Figure 1. Floorplan with the power grid.
Scale bar: 100 um. Pins as bars on the die edge. Tap cells in grey.
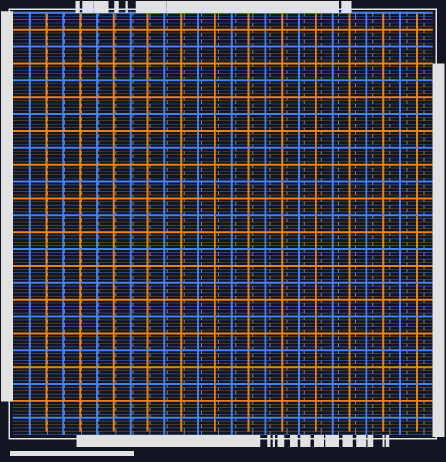
Figure 2. Cell classes on the final placement.
Scale bar: 100 um.
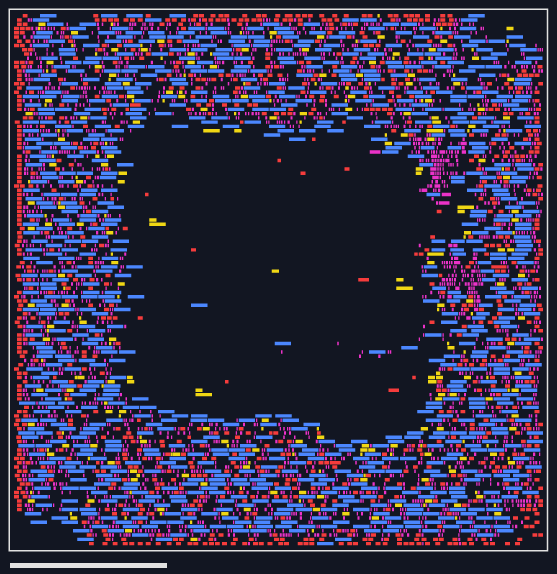
Figure 3. Routed clock nets over the placement.
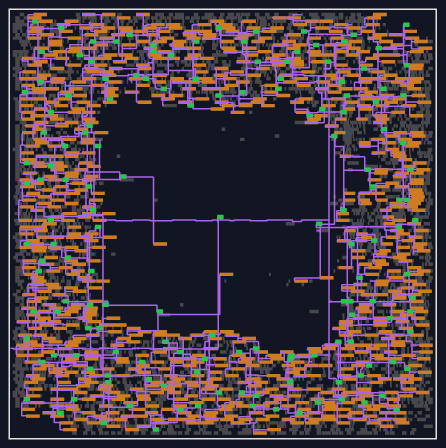
Figure 4. Signal wires by layer.
Scale bar: 100 um. Two of the layers only.
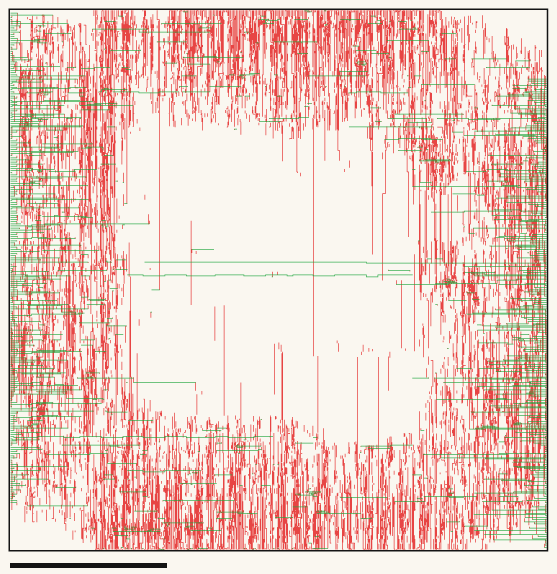
**config.mk**
```make
export PLATFORM = sky130hd
export DESIGN_NAME = ethernet_reply_stream_tx_flat
export DESIGN_NICKNAME = d
export VERILOG_FILES = /design/src/rtl/ethernet_reply_stream_tx_if.sv /design/src/rtl/ethernet_reply_stream_tx.sv /design/src/flat_wrapper.sv
export SDC_FILE = /design/constraint.sdc
export NUM_CORES = 2
export LEC_CHECK = 0
export ABC_AREA = 1
export ABC_CLOCK_PERIOD_IN_PS = 64200
export CAP_MARGIN = 20
export CORE_AREA = 2 2 341 343
export CTS_BUF_LIST = sky130_fd_sc_hd__clkbuf_8
export DETAILED_ROUTE_END_ITERATION = 8
export DIE_AREA = 0 0 343 345
export PLACE_DENSITY = 0.66
export SYNTH_ARGS = -nofsm -noshare
export SYNTH_HDL_FRONTEND = slang
export SYNTH_SLANG_ARGS = --single-unit
```
**constraint.sdc**
```tcl
create_clock -name i_clk -period 64.2 [get_ports i_clk]
set_clock_uncertainty 0.1 [all_clocks]
set_input_delay 12.84 -clock i_clk [delete_from_list [all_inputs] [get_ports i_clk]]
set_output_delay 12.84 -clock i_clk [all_outputs]
set_load 0.05 [all_outputs]
```
**src/rtl/ethernet_reply_stream_tx_if.sv**
```systemverilog
// Reply-in / beat-out bundle for the Ethernet reply serializer.
// slave is the serializer's side; master is the builder/MAC side.
interface ethernet_reply_stream_tx_if #(
    parameter int HEAD_BYTES        = 42,
    parameter int MAX_PAYLOAD_BYTES = 63,
    parameter int BEAT_BYTES        = 1,
    parameter int LEN_W             = $clog2(MAX_PAYLOAD_BYTES + 1)
);
    logic [HEAD_BYTES*8-1:0]        i_head;
    logic [MAX_PAYLOAD_BYTES*8-1:0] i_payload;
    logic [LEN_W-1:0]               i_payload_len;
    logic                           i_valid;
    logic                           o_ready;
    logic [BEAT_BYTES*8-1:0]        o_data;
    logic [BEAT_BYTES-1:0]          o_keep;
    logic                           o_valid;
    logic                           i_ready;
    logic                           o_last;

    modport slave (
        input  i_head, i_payload, i_payload_len, i_valid, i_ready,
        output o_ready, o_data, o_keep, o_valid, o_last
    );

    modport master (
        output i_head, i_payload, i_payload_len, i_valid, i_ready,
        input  o_ready, o_data, o_keep, o_valid, o_last
    );
endinterface

```
**src/rtl/ethernet_reply_stream_tx.sv**
```systemverilog
// Serializes one pre-built reply (header + variable payload) into a
// BEAT_BYTES-wide valid/ready stream with keep mask and end-of-frame marker.
module ethernet_reply_stream_tx #(
    parameter int HEAD_BYTES        = 42,
    parameter int MAX_PAYLOAD_BYTES = 63,
    parameter int BEAT_BYTES        = 1,
    parameter int LEN_W             = $clog2(MAX_PAYLOAD_BYTES + 1)
) (
    input  logic                      i_clk,
    input  logic                      i_reset,
    ethernet_reply_stream_tx_if.slave s_if,
    output logic                      o_len_err,
    output logic [15:0]               o_frame_cnt
);
    localparam int TOT_BYTES = HEAD_BYTES + MAX_PAYLOAD_BYTES;
    localparam int SR_W      = TOT_BYTES * 8;
    localparam int BEAT_W    = BEAT_BYTES * 8;
    localparam int REM_W     = $clog2(TOT_BYTES + 1);

    localparam logic [REM_W-1:0] BEAT_REM = REM_W'(BEAT_BYTES);
    localparam logic [REM_W-1:0] HEAD_REM = REM_W'(HEAD_BYTES);
    localparam logic [LEN_W-1:0] MAX_LEN  = LEN_W'(MAX_PAYLOAD_BYTES);

    typedef enum logic {IDLE, SEND} state_t;

    state_t            state_q, state_d;
    logic [SR_W-1:0]   sr_q, sr_d;
    logic [REM_W-1:0]  rem_q, rem_d;
    logic [15:0]       frame_cnt_q, frame_cnt_d;
    logic              len_err_q, len_err_d;

    logic                  sending;
    logic                  last;
    logic                  beat_fire;
    logic                  ready;
    logic                  load;
    logic                  len_over;
    logic [LEN_W-1:0]      len_clamped;
    logic [BEAT_BYTES-1:0] keep;

    // Keep mask: byte lane i (counted from the MSB) is live while rem covers it.
    always_comb begin
        keep = '0;
        for (int i = 0; i < BEAT_BYTES; i++) begin
            keep[BEAT_BYTES-1-i] = sending && (rem_q > REM_W'(i));
        end
    end

    always_comb begin
        sending     = (state_q == SEND);
        last        = sending && (rem_q <= BEAT_REM);
        beat_fire   = sending && s_if.i_ready;
        // Accepting on the last-beat handshake gives back-to-back frames.
        ready       = !sending || (beat_fire && last);
        load        = s_if.i_valid && ready;
        len_over    = (s_if.i_payload_len > MAX_LEN);
        len_clamped = len_over ? MAX_LEN : s_if.i_payload_len;

        state_d     = state_q;
        sr_d        = sr_q;
        rem_d       = rem_q;
        frame_cnt_d = frame_cnt_q;
        len_err_d   = 1'b0;

        if (beat_fire) begin
            sr_d = sr_q << BEAT_W;
            if (last) begin
                rem_d       = '0;
                frame_cnt_d = frame_cnt_q + 16'd1;
                state_d     = IDLE;
            end else begin
                rem_d = rem_q - BEAT_REM;
            end
        end

        // A load overrides the last-beat return to IDLE.
        if (load) begin
            sr_d      = {s_if.i_head, s_if.i_payload};
            rem_d     = HEAD_REM + REM_W'(len_clamped);
            state_d   = SEND;
            len_err_d = len_over;
        end
    end

    always_ff @(posedge i_clk or posedge i_reset) begin
        if (i_reset) begin
            state_q     <= IDLE;
            rem_q       <= '0;
            frame_cnt_q <= '0;
            len_err_q   <= 1'b0;
        end else begin
            state_q     <= state_d;
            rem_q       <= rem_d;
            frame_cnt_q <= frame_cnt_d;
            len_err_q   <= len_err_d;
        end
    end

    // Byte storage carries no reset; outputs are gated by state instead.
    always_ff @(posedge i_clk) begin
        sr_q <= sr_d;
    end

    assign s_if.o_ready  = ready;
    assign s_if.o_valid  = sending;
    assign s_if.o_last   = last;
    assign s_if.o_keep   = keep;
    assign s_if.o_data   = sending ? sr_q[SR_W-1 -: BEAT_W] : '0;
    assign o_len_err     = len_err_q;
    assign o_frame_cnt   = frame_cnt_q;
endmodule

```
**src/flat_wrapper.sv**
```systemverilog
// flat-port wrapper written by rule: the top's interface ports become plain ports
module ethernet_reply_stream_tx_flat 
#(
    parameter int HEAD_BYTES        = 42,
    parameter int MAX_PAYLOAD_BYTES = 63,
    parameter int BEAT_BYTES        = 1,
    parameter int LEN_W             = $clog2(MAX_PAYLOAD_BYTES + 1)
)
  (i_clk, i_reset, o_len_err, o_frame_cnt, s_if_i_head, s_if_i_payload, s_if_i_payload_len, s_if_i_valid, s_if_i_ready, s_if_o_ready, s_if_o_data, s_if_o_keep, s_if_o_valid, s_if_o_last);
  ethernet_reply_stream_tx_if #(.HEAD_BYTES(HEAD_BYTES), .MAX_PAYLOAD_BYTES(MAX_PAYLOAD_BYTES), .BEAT_BYTES(BEAT_BYTES), .LEN_W(LEN_W)) s_if_i ();
  input  logic i_clk;
  input  logic i_reset;
  output logic o_len_err;
  output logic [15:0] o_frame_cnt;
  input wire logic [$bits(s_if_i.i_head)-1:0] s_if_i_head;
  input wire logic [$bits(s_if_i.i_payload)-1:0] s_if_i_payload;
  input wire logic [$bits(s_if_i.i_payload_len)-1:0] s_if_i_payload_len;
  input wire logic [$bits(s_if_i.i_valid)-1:0] s_if_i_valid;
  input wire logic [$bits(s_if_i.i_ready)-1:0] s_if_i_ready;
  output wire logic [$bits(s_if_i.o_ready)-1:0] s_if_o_ready;
  output wire logic [$bits(s_if_i.o_data)-1:0] s_if_o_data;
  output wire logic [$bits(s_if_i.o_keep)-1:0] s_if_o_keep;
  output wire logic [$bits(s_if_i.o_valid)-1:0] s_if_o_valid;
  output wire logic [$bits(s_if_i.o_last)-1:0] s_if_o_last;
  assign s_if_i.i_head = s_if_i_head;
  assign s_if_i.i_payload = s_if_i_payload;
  assign s_if_i.i_payload_len = s_if_i_payload_len;
  assign s_if_i.i_valid = s_if_i_valid;
  assign s_if_i.i_ready = s_if_i_ready;
  assign s_if_o_ready = s_if_i.o_ready;
  assign s_if_o_data = s_if_i.o_data;
  assign s_if_o_keep = s_if_i.o_keep;
  assign s_if_o_valid = s_if_i.o_valid;
  assign s_if_o_last = s_if_i.o_last;
  ethernet_reply_stream_tx #(.HEAD_BYTES(HEAD_BYTES), .MAX_PAYLOAD_BYTES(MAX_PAYLOAD_BYTES), .BEAT_BYTES(BEAT_BYTES), .LEN_W(LEN_W)) u_core (.i_clk(i_clk), .i_reset(i_reset), .s_if(s_if_i), .o_len_err(o_len_err), .o_frame_cnt(o_frame_cnt));
endmodule
```
==> qor.tcl <==
set qor(synth_top_cell_by_area) {sky130_fd_sc_hd__edfxtp_1}
set qor(fin_crit_sh) 0.436
set qor(critPathSlowestCell) {sky130_fd_sc_hd__clkdlybuf4s50_1}
set qor(timing.rr.end) {u_core.sr_q[388]}
set qor(buffer_ports.inserted) 878
set qor(worstSetupStartpointType) {input pin}
set qor(antenna_found_initial) 69
set qor(timing.hold.worst.start) {u_core.sr_q[785]}
set qor(seq_power_share) 0.495
set qor(min_to) {u_core.sr_q[793]}
set qor(gp_congestion) 0.879
set qor(setup_repair_after_global_routing_missed_its_margin) {false}
set qor(run_status) {finished clean}
set qor(worst_setup_slack_before_clock_tree_synthesis_ps) 36160
set qor(fin_ws_ps) 36210
set qor(synth-warning-count) 0
set qor(worst_ep_arrival_time_ps) 15050
set qor(post_cts_clock_slew_at_the_launch_and_capture_registers_of_the_worst_setup_and_hold_paths_ps) 70
set qor(timing.final.crit_period_ps) 27990
set qor(setup_viol_count_final) 0
set qor(most_common_cell) {sky130_fd_sc_hd__nand2_1}
set qor(worstRegToRegCells) 7
set qor(path_delay_family) {buffers and inverters}
set qor(placed_area_um2) 48300
set qor(share_of_post_route_cells_with_drive_strength_above_1) 0.0495
set qor(synthFlopType) {sky130_fd_sc_hd__edfxtp_1}
set qor(sw_frac_of_total) 0.334
set qor(cts_inserted_buffers) 152
set qor(chip_area_um2) 118000
set qor(edf_count) 840
set qor(worst_min_delay_path_category) {reg -> reg}
set qor(required_ps) 51260
set qor(final_cell_mix) {sky130_fd_sc_hd__nand2_1, sky130_fd_sc_hd__clkdlybuf4s50_1, sky130_fd_sc_hd__nand3_1}
set qor(grt_first_pass_wirelength_mm) 175
set qor(clockRootBuffer) {sky130_fd_sc_hd__clkbuf_8}
set qor(timing.critical_path.mode_cell) {sky130_fd_sc_hd__clkdlybuf4s50_1}
set qor(r2r-start) {u_core.s_if.o_valid}
set qor(cpPeakStageDelay_ps) 920
set qor(hold_path_depth) 2
set qor(worst-setup-path-type) {in -> out}
set qor(grt_use_total) 0.195
set qor(cts_hold_buf) 0
set qor(timing.reg2reg.setup_slack_ps) 58330
set qor(io_pins) 879
set qor(max_cap_viol) 0
set qor(p_int_mw) 1.45
set qor(yosys.cell_types.count) 31
set qor(cts_tree) {done}
set qor(via_per_inst) 4.82
set qor(worst-slew-pin-transition_ps) 1210
set qor(lay_top_count) {sky130_fd_sc_hd__nand2_1}
set qor(synth.yosys.chip_area_um2) 39000
set qor(cell_breakdown_of_the_critical_path) {clkdlybuf4s50_1, nand3_4, nand2_8, clkdlybuf4s50_1}
set qor(drt_first_iter_violations) 2509
set qor(postCtsSetupBuffers) 0
set qor(initial_utilization) 0.339
set qor(yosys_register_bits) 865
## Picture notes: Figure 1
[blue] VSS
[orange] VDD
rows: 125
met1 rails: 126
area of the core region: 115000 um2
maximum ir drop on the vdd rail: 0.0239 mV

## Picture notes: Figure 2
[red] other buffers and delay cells | cells: 914 | share of their area: 18%
[yellow] clock drivers and dummy loads | cells: 276 | share of their area: 5.9%
[blue] flops | cells: 865 | share of their area: 52%
[magenta] all other logic | cells: 2717 | share of their area: 23%
number of cell rows: 125
final design instance area without fill: 51400 um2
final design utilization: 0.447
sequential share of cell area: 0.503

## Picture notes: Figure 3
[orange] flip-flops | count: 865
[green] cells driving clock nets | count: 152
[purple] clock wires | length: 12900 um
routed clock nets: 153
flops lie: spread over the die
share of power burned in the clock network: 0.229
insertion delay at the late pin of the worst-skew pair: 810 ps

## Picture notes: Figure 4
[red] met2 | wire length: 57.8 mm
[green] met3 | wire length: 11500 um
DR WL/cell: 19.1 um
total number of vias: 30600

worst min-delay path, stage by stage (launching register included):
cell and delay, ps:
sky130_fd_sc_hd__edfxtp_1 320, sky130_fd_sc_hd__nand2_1 50, sky130_fd_sc_hd__nand2_1 50
routing by layer:
metal  vias to the layer above  share of wire  global-route usage
met5                         -         0.0025                   0
met4                        46          0.042               0.100
met3                       276          0.095              0.0692
met2                      1126           0.48               0.313
met1                     14400           0.38               0.229
li1                      14800              -                   -
layout make-up:
type / instances / area [um2] / area share
Antenna cell: 41 / 103 / 0.00200
Timing Repair Buffer: 914 / 9130 / 0.178
Sequential cell: 865 / 25800 / 0.503
Inverter: 39 / 146 / 0.00285
Multi-Input combinational cell: 2678 / 11400 / 0.221
Tap cell: 1524 / 1910 / 0.0371
Clock inverter: 114 / 701 / 0.0136
Clock buffer: 162 / 2230 / 0.0434
state kept, by name (all words and copies together) (netlist names):
name                 cells
u_core.rem_q             7
u_core.o_len_err         1
u_core.sr_q            840
u_core.o_frame_cnt      16
u_core.s_if.o_valid      1
power groups by stage:
| stage | logic, mW | clock network, mW | registers, mW |
|---|---|---|---|
| floorplan | 0.427 | 0 | 1.18 |
| global placement | 0.588 | 0 | 1.08 |
| detailed placement | 0.600 | 0 | 1.09 |
| CTS | 0.603 | 0.514 | 1.08 |
| global route | 0.675 | 0.537 | 1.10 |
| finish | 0.600 | 0.499 | 1.08 |
per-stage QoR:
step	utilization	power [mW]	instances
2_1_floorplan	-	1.61	3863
3_3_place_gp	0.420	1.67	6018
3_5_place_dp	0.420	1.69	6018
6_report	0.447	2.18	6337
5_1_grt	0.447	2.31	6330
4_1_cts	0.445	2.20	6294
worst max-delay path by stage:
| stage | startpoint | to | slack (ps) | depth (start not counted) |
|---|---|---|---|---|
| final | s_if_i_ready | s_if_o_ready | 36210 | 4 |
| after global routing | s_if_i_ready | s_if_o_ready | 36080 | 4 |
| after CTS | s_if_i_ready | s_if_o_ready | 36160 | 4 |
| after detailed placement | s_if_i_ready | s_if_o_ready | 36160 | 4 |
| after global placement | s_if_i_ready | s_if_o_ready | 36180 | 4 |
| after floorplan | s_if_i_valid | u_core.rem_q[0] | 29140 | 6 |
logic make-up (layout without fill, tap and decap cells):
group / after synthesis / in the layout / share of synthesized area
AOI/OAI and AO/OA: 9 / 9 / 0.00131
xor gates and xnor gates: 14 / 14 / 0.00314
adders and majority gates: 5 / 5 / 0.00160
buffers and inverters: 320 / 1229 / 0.0471
DFF: 865 / 865 / 0.663
other: 1 / 42 / 0.0000961
and+or+nand+nor: 2649 / 2649 / 0.284
Power figures rest on the tool's default switching activity, not on a simulated workload.
